File: config.mk
export PLATFORM = sky130hd
export DESIGN_NAME = wb_port_arbiter
export DESIGN_NICKNAME = d
export VERILOG_FILES = /design/src/rtl/wb_port_arbiter_pkg.sv /design/src/rtl/wb_port_arbiter_hold.sv /design/src/rtl/wb_port_arbiter.sv
export SDC_FILE = /design/constraint.sdc
export NUM_CORES = 1
export LEC_CHECK = 0
export CORE_AREA = 8 8 98 100
export DETAILED_ROUTE_END_ITERATION = 10
export DIE_AREA = 0 0 106 108
export GPL_TIMING_DRIVEN = 0
export PLACE_DENSITY = 0.77
export SYNTH_ARGS = -nofsm -noshare
export SYNTH_HDL_FRONTEND = slang
export SYNTH_SLANG_ARGS = --single-unit
File: constraint.sdc
create_clock -name Clk -period 4.1 [get_ports Clk]
set_input_delay 0.82 -clock Clk [delete_from_list [all_inputs] [get_ports Clk]]
set_output_delay 0.82 -clock Clk [all_outputs]
set_load 0.01 [all_outputs]
File: src/rtl/wb_port_arbiter_pkg.sv
// Shared pipeline definitions for the writeback-port arbiter: widths,
// the hold-buffer state encoding and the wait-counter helper.
package wb_port_arbiter_pkg;

  localparam int REG_ADDR_W       = 5;
  localparam int DATA_W           = 32;
  localparam int WAIT_W           = 3;
  localparam int MAX_WAIT_DEFAULT = 4;

  typedef enum logic [1:0] {
    ST_EMPTY   = 2'd0,
    ST_HELD    = 2'd1,
    ST_STARVED = 2'd2
  } wb_state_e;

  // Saturating increment so a long pipeline burst cannot wrap the counter
  // back below the starvation threshold.
  function automatic logic [WAIT_W-1:0] wait_sat_inc(input logic [WAIT_W-1:0] cnt);
    logic [WAIT_W-1:0] res;
    if (cnt == 3'd7) begin
      res = cnt;
    end else begin
      res = cnt + 3'd1;
    end
    return res;
  endfunction

endpackage

File: src/rtl/wb_port_arbiter_hold.sv
// One-entry holding register for an MDU result waiting for a free
// register-file write port. Clearing also zeroes the address so the
// pending_addr seen by the hazard unit is 0 whenever nothing is held.
module wb_hold_buffer
  import wb_port_arbiter_pkg::*;
(
  input  logic                  Clk,
  input  logic                  Rst,
  input  logic                  i_load,
  input  logic                  i_clear,
  input  logic [REG_ADDR_W-1:0] i_addr,
  input  logic [DATA_W-1:0]     i_data,
  output logic                  o_valid,
  output logic [REG_ADDR_W-1:0] o_addr,
  output logic [DATA_W-1:0]     o_data
);

  logic                  r_valid;
  logic [REG_ADDR_W-1:0] r_addr;
  logic [DATA_W-1:0]     r_data;

  // Capture a new entry, release it on drain/discard, otherwise hold.
  always_ff @(posedge Clk or posedge Rst) begin
    if (Rst) begin
      r_valid <= 1'b0;
      r_addr  <= 5'd0;
      r_data  <= 32'd0;
    end else if (i_load) begin
      r_valid <= 1'b1;
      r_addr  <= i_addr;
      r_data  <= i_data;
    end else if (i_clear) begin
      r_valid <= 1'b0;
      r_addr  <= 5'd0;
      r_data  <= 32'd0;
    end else begin
      r_valid <= r_valid;
      r_addr  <= r_addr;
      r_data  <= r_data;
    end
  end

  assign o_valid = r_valid;
  assign o_addr  = r_addr;
  assign o_data  = r_data;

endmodule

File: src/rtl/wb_port_arbiter.sv
// Arbitrates the single register-file write port between the MEM/WB
// pipeline (always wins) and the multiply/divide unit, whose result waits
// in a one-entry buffer. A buffered result that is starved for MAX_WAIT
// cycles asks the hazard unit for a bubble; a younger pipeline write to the
// same register makes the buffered result obsolete and it is dropped.
module wb_port_arbiter
  import wb_port_arbiter_pkg::*;
#(
  parameter int MAX_WAIT = MAX_WAIT_DEFAULT
) (
  input  logic                  Clk,
  input  logic                  Rst,
  input  logic                  pipe_regWrite,
  input  logic [REG_ADDR_W-1:0] pipe_wrAddr,
  input  logic [DATA_W-1:0]     pipe_wrData,
  input  logic                  mdu_valid,
  input  logic [REG_ADDR_W-1:0] mdu_wrAddr,
  input  logic [DATA_W-1:0]     mdu_wrData,
  output logic                  mdu_ready,
  output logic                  rf_regWrite,
  output logic [REG_ADDR_W-1:0] rf_wrAddr,
  output logic [DATA_W-1:0]     rf_wrData,
  output logic                  stall_pipe,
  output logic                  pending_valid,
  output logic [REG_ADDR_W-1:0] pending_addr
);

  localparam logic [WAIT_W-1:0] WAIT_LIMIT = WAIT_W'(MAX_WAIT);

  wb_state_e             r_state;
  wb_state_e             w_state_nxt;
  logic [WAIT_W-1:0]     r_wait_cnt;
  logic [WAIT_W-1:0]     w_wait_nxt;

  logic                  w_pipe_wr;
  logic                  w_buf_load;
  logic                  w_drain;
  logic                  w_discard;
  logic                  w_buf_valid;
  logic [REG_ADDR_W-1:0] w_buf_addr;
  logic [DATA_W-1:0]     w_buf_data;

  logic                  r_rf_we;
  logic [REG_ADDR_W-1:0] r_rf_addr;
  logic [DATA_W-1:0]     r_rf_data;
  logic                  r_stall;

  // A write to r0 is architecturally a no-op, so it does not occupy the port.
  assign w_pipe_wr = pipe_regWrite && (pipe_wrAddr != 5'd0);

  wb_hold_buffer u_hold (
    .Clk     (Clk),
    .Rst     (Rst),
    .i_load  (w_buf_load),
    .i_clear (w_drain || w_discard),
    .i_addr  (mdu_wrAddr),
    .i_data  (mdu_wrData),
    .o_valid (w_buf_valid),
    .o_addr  (w_buf_addr),
    .o_data  (w_buf_data)
  );

  // Next-state, wait-counter and buffer-control decode.
  always_comb begin
    w_state_nxt = r_state;
    w_wait_nxt  = r_wait_cnt;
    w_buf_load  = 1'b0;
    w_drain     = 1'b0;
    w_discard   = 1'b0;
    case (r_state)
      ST_EMPTY: begin
        w_wait_nxt = 3'd0;
        if (mdu_valid && (mdu_wrAddr != 5'd0)) begin
          w_buf_load  = 1'b1;
          w_state_nxt = ST_HELD;
        end else begin
          w_state_nxt = ST_EMPTY;
        end
      end
      ST_HELD, ST_STARVED: begin
        if (w_pipe_wr && (pipe_wrAddr == w_buf_addr)) begin
          w_discard   = 1'b1;
          w_wait_nxt  = 3'd0;
          w_state_nxt = ST_EMPTY;
        end else if (!w_pipe_wr) begin
          w_drain     = 1'b1;
          w_wait_nxt  = 3'd0;
          w_state_nxt = ST_EMPTY;
        end else begin
          w_wait_nxt = wait_sat_inc(r_wait_cnt);
          if (w_wait_nxt >= WAIT_LIMIT) begin
            w_state_nxt = ST_STARVED;
          end else begin
            w_state_nxt = ST_HELD;
          end
        end
      end
      default: begin
        w_wait_nxt  = 3'd0;
        w_state_nxt = ST_EMPTY;
      end
    endcase
  end

  // FSM state and wait counter registers.
  always_ff @(posedge Clk or posedge Rst) begin
    if (Rst) begin
      r_state    <= ST_EMPTY;
      r_wait_cnt <= 3'd0;
    end else begin
      r_state    <= w_state_nxt;
      r_wait_cnt <= w_wait_nxt;
    end
  end

  // Registered register-file port and bubble request; address/data hold when idle.
  always_ff @(posedge Clk or posedge Rst) begin
    if (Rst) begin
      r_rf_we   <= 1'b0;
      r_rf_addr <= 5'd0;
      r_rf_data <= 32'd0;
      r_stall   <= 1'b0;
    end else begin
      r_stall <= (w_state_nxt == ST_STARVED);
      if (w_pipe_wr) begin
        r_rf_we   <= 1'b1;
        r_rf_addr <= pipe_wrAddr;
        r_rf_data <= pipe_wrData;
      end else if (w_drain) begin
        r_rf_we   <= 1'b1;
        r_rf_addr <= w_buf_addr;
        r_rf_data <= w_buf_data;
      end else begin
        r_rf_we   <= 1'b0;
        r_rf_addr <= r_rf_addr;
        r_rf_data <= r_rf_data;
      end
    end
  end

  assign mdu_ready     = (r_state == ST_EMPTY);
  assign rf_regWrite   = r_rf_we;
  assign rf_wrAddr     = r_rf_addr;
  assign rf_wrData     = r_rf_data;
  assign stall_pipe    = r_stall;
  assign pending_valid = w_buf_valid;
  assign pending_addr  = w_buf_addr;

endmodule

==> images/final_congestion.png <==
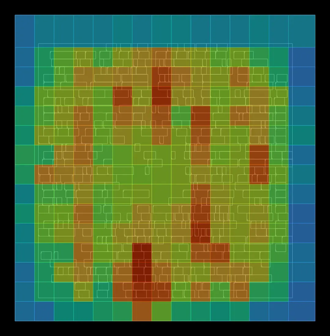
M1 GR Usage: 0.208
Most Crowded Layer GR: met2
post-route core utilization: 0.627
GR Util met2: 0.281

==> images/met3.png <==
The bar under the picture is 20 µm long. Cells faint in the background.
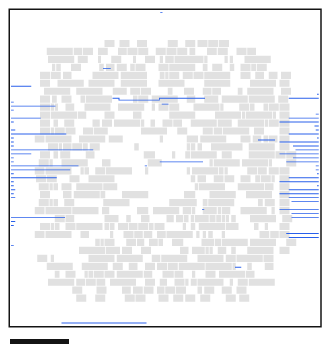
- wire length on this layer: 489 µm
- share of all routed wire: 5.1%
- nets with wire on the layer: 64
Routed WL: 9.52 mm
Vias: 2,710
GR Util met3: 0.0476

==> images/met1.png <==
The bar under the picture is 20 µm long.
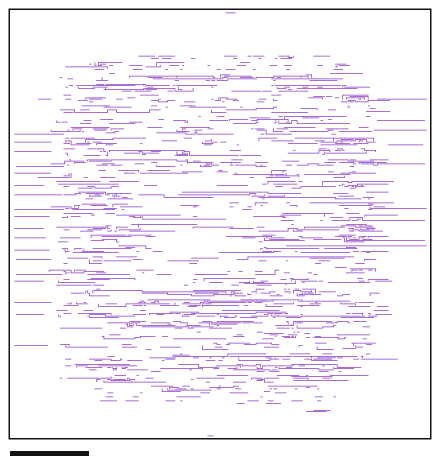
- share of all routed wire: 44%
- wire length on this layer: 4,210 µm
- nets with wire on the layer: 453
- longest straight run: 35.4 µm
- main direction: horizontal

==> images/met2.png <==
The bar under the picture is 20 µm long. Cells faint in the background.
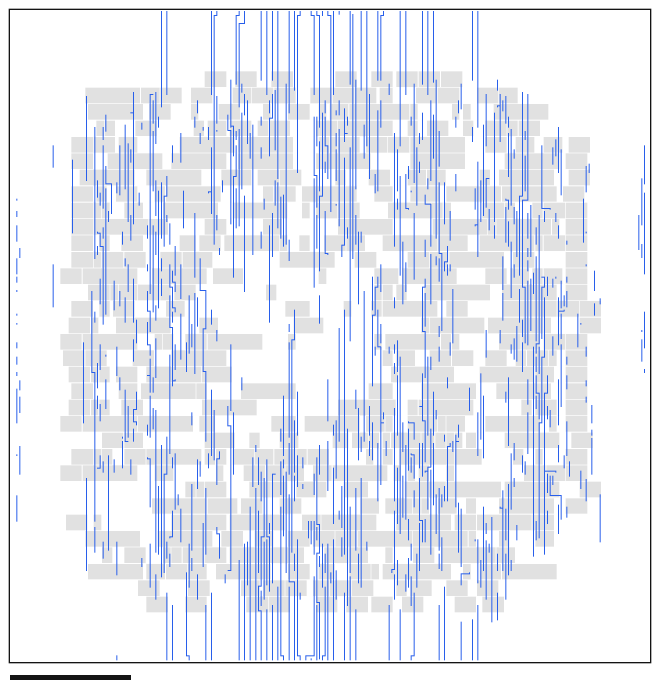
- share of all routed wire: 50%
- nets with wire on the layer: 427
- main direction: vertical
- wire length on this layer: 4,720 µm
- longest straight run: 40.5 µm

==> impl_metrics.py <==
# Auto-generated metrics
metrics = {
    "sta": {
        "finalCriticalPeriod_ns": 2.74,
        "setup_viol": 0,
        "rsz0062_at_grt": "false",
        "tightest_slew_ns": 0.865,
        "skew_ns": 0.00971,
        "fmax_mhz": 365,
        "hold_viol": 0,
        "slew-limit-headroom": 0.423,
    },
    "job": {
        "max_cap_violations": 0,
        "warning_count": 27,
    },
    "clock_network": {
        "clk_pin_slew_ns": 0.08,
        "root_buffer": "clkbuf_8",
        "cts_num_sinks": 82,
        "cts_resized": 0,
        "clk_path_buf_depth": 2,
        "ctsHoldBuffers": 0,
        "cts_buffers": 9,
        "h-tree-depth": 3,
    },
    "synthesis": {
        "synthArstFlopShare": 1.00,
        "syn_avg_cell_area_um2": 12.1,
        "synthesis.area_um2": 3450,
        "ys_types": 28,
        "yosys_most_used_dff": "dfrtp_1",
        "yosys-mux-area-fraction": 0.108,
        "synthAdderAreaFrac": 0.0109,
        "simple_gate_share": 0.0613,
        "synth-edff-count": 0,
        "postSynthSeqShare": 0.595,
        "top_logic_kind": "AND-OR/OR-AND gates",
        "yosysCellCount": 285,
        "ys_warn_count": 0,
        "ys_ff": 82,
        "synth_compound_gate_area_share": 0.172,
    },
    "min_path": {
        "hp-start": "u_hold.o_data[0]$_DFFE_PP0P_",
        "whs_endpoint": "u_hold.o_data[0]$_DFFE_PP0P_",
        "whs_path_depth": 1,
        "holdCritPathClass": "reg -> reg",
    },
    "critical_path": {
        "timing.rr.end": "rf_wrData[29]$_DFFE_PP0P_",
        "worstSetupPathType": "in -> reg",
        "reg2reg_slack_ns": 1.81,
        "reg2reg_from": "r_state[0]$_DFF_PP0_",
        "crit_end": "u_hold.o_data[2]$_DFFE_PP0P_",
        "end_kind": "flip-flop",
        "worstSetupStartpoint": "mdu_wrAddr[3]",
        "cp_max_fo": 10,
        "crit_path_start_kind": "input pin",
    },
    "die": {
        "die_width_um": 106,
        "core_area_um2": 8050,
        "num_rows": 33,
        "ios": 124,
    },
    "final_layout": {
        "most-common-layout-cells": "clkdlybuf4s50_1, dfrtp_1, a22o_1, nor2_1, a21oi_1",
        "regArea_um2": 2050,
        "syn2layout_area_growth_pct": 46.3,
        "drive_above_1_share": 0.0753,
        "layout.cells.most_common": "clkdlybuf4s50_1",
        "n_fill_cell": 691,
    },
    "route": {
        "antenna_left": 0,
        "wl_per_cell_um": 18.0,
        "wl_met3_um": 489,
        "via_per_inst": 5.11,
        "drtPass1Iterations": 4,
        "top_layer": "met4",
    },
    "grt": {
        "grt_max_degree": 46,
        "grt_pass1_wl_mm": 15.4,
        "grt_overflow": 0,
        "antenna_found_initial": 0,
    },
    "placed_design": {
        "gp_congestion": 0.761,
        "numPortBuffers": 123,
    },
    "power": {
        "p_leak_nw": 2.23,
        "fin_total_pwr_mw": 2.43,
        "power.density_nw_per_um2": 482,
        "peakVddDrop_v": 0.000217,
    },
    "run_status": {
        "status": "finished clean",
    },
}
==> per-stage QoR <==
stage	instances	instance area (µm²)	setup TNS (ns)	utilization	setup WS, ns
after floorplan	285	3450	0	-	1.17
after global placement	513	4810	-5.08	0.598	-0.0648
after detailed placement	514	4840	0	0.601	0.974
after CTS	530	5050	0	0.627	1.33
after global routing	530	5050	0	0.627	1.23
final	530	5050	0	0.627	1.36
==> worst max-delay path: stages <==
cell and delay, ns:
clkdlybuf4s50_1 0.42, or4_1 0.52, o21a_1 0.19, buf_6 0.14, a221oi_4 0.54, buf_6 0.24
a22o_1 0.14
==> where the power goes <==
group | switching [mW] | leakage, nW | internal [mW] | total [mW]
Sequential | 0.103 | 1.00 | 0.974 | 1.08
Combinational | 0.334 | 1.13 | 0.429 | 0.764
Clock | 0.276 | 0.0986 | 0.314 | 0.590
==> cell type report <==
type	instances	share of cell area
buffer	20	0.0228
tap	105	0.0260
clock inverter	4	0.00992
sequential	82	0.407
multi-input combinational	179	0.251
timing repair buffer	124	0.249
inverter	4	0.00347
clock buffer	12	0.0307
==> state kept, by name, summed over array words and instances, names as in the netlist <==
name,count
rf_wrAddr,5
u_hold.o_valid,1
u_hold.o_data,32
rf_wrData,32
stall_pipe,1
r_state,2
u_hold.o_addr,5
rf_regWrite,1
r_wait_cnt,3
==> synth_stat cells (2+ instances only) <==
library cell  number  area share
clkbuf_1           7      0.0076
mux2i_1           35        0.10
a21oi_1           36       0.052
or4_1              2      0.0044
ha_1               3       0.011
buf_2              8       0.012
a22o_1            39       0.099
dfrtp_1           82        0.59
xor2_1             5       0.013
buf_6              4       0.013
nor2_1            39       0.042
nor3_1             3      0.0044
inv_1              4      0.0044
nand2_1            3      0.0033
mux2_2             2      0.0065
Power and IR drop assume default switching activity.
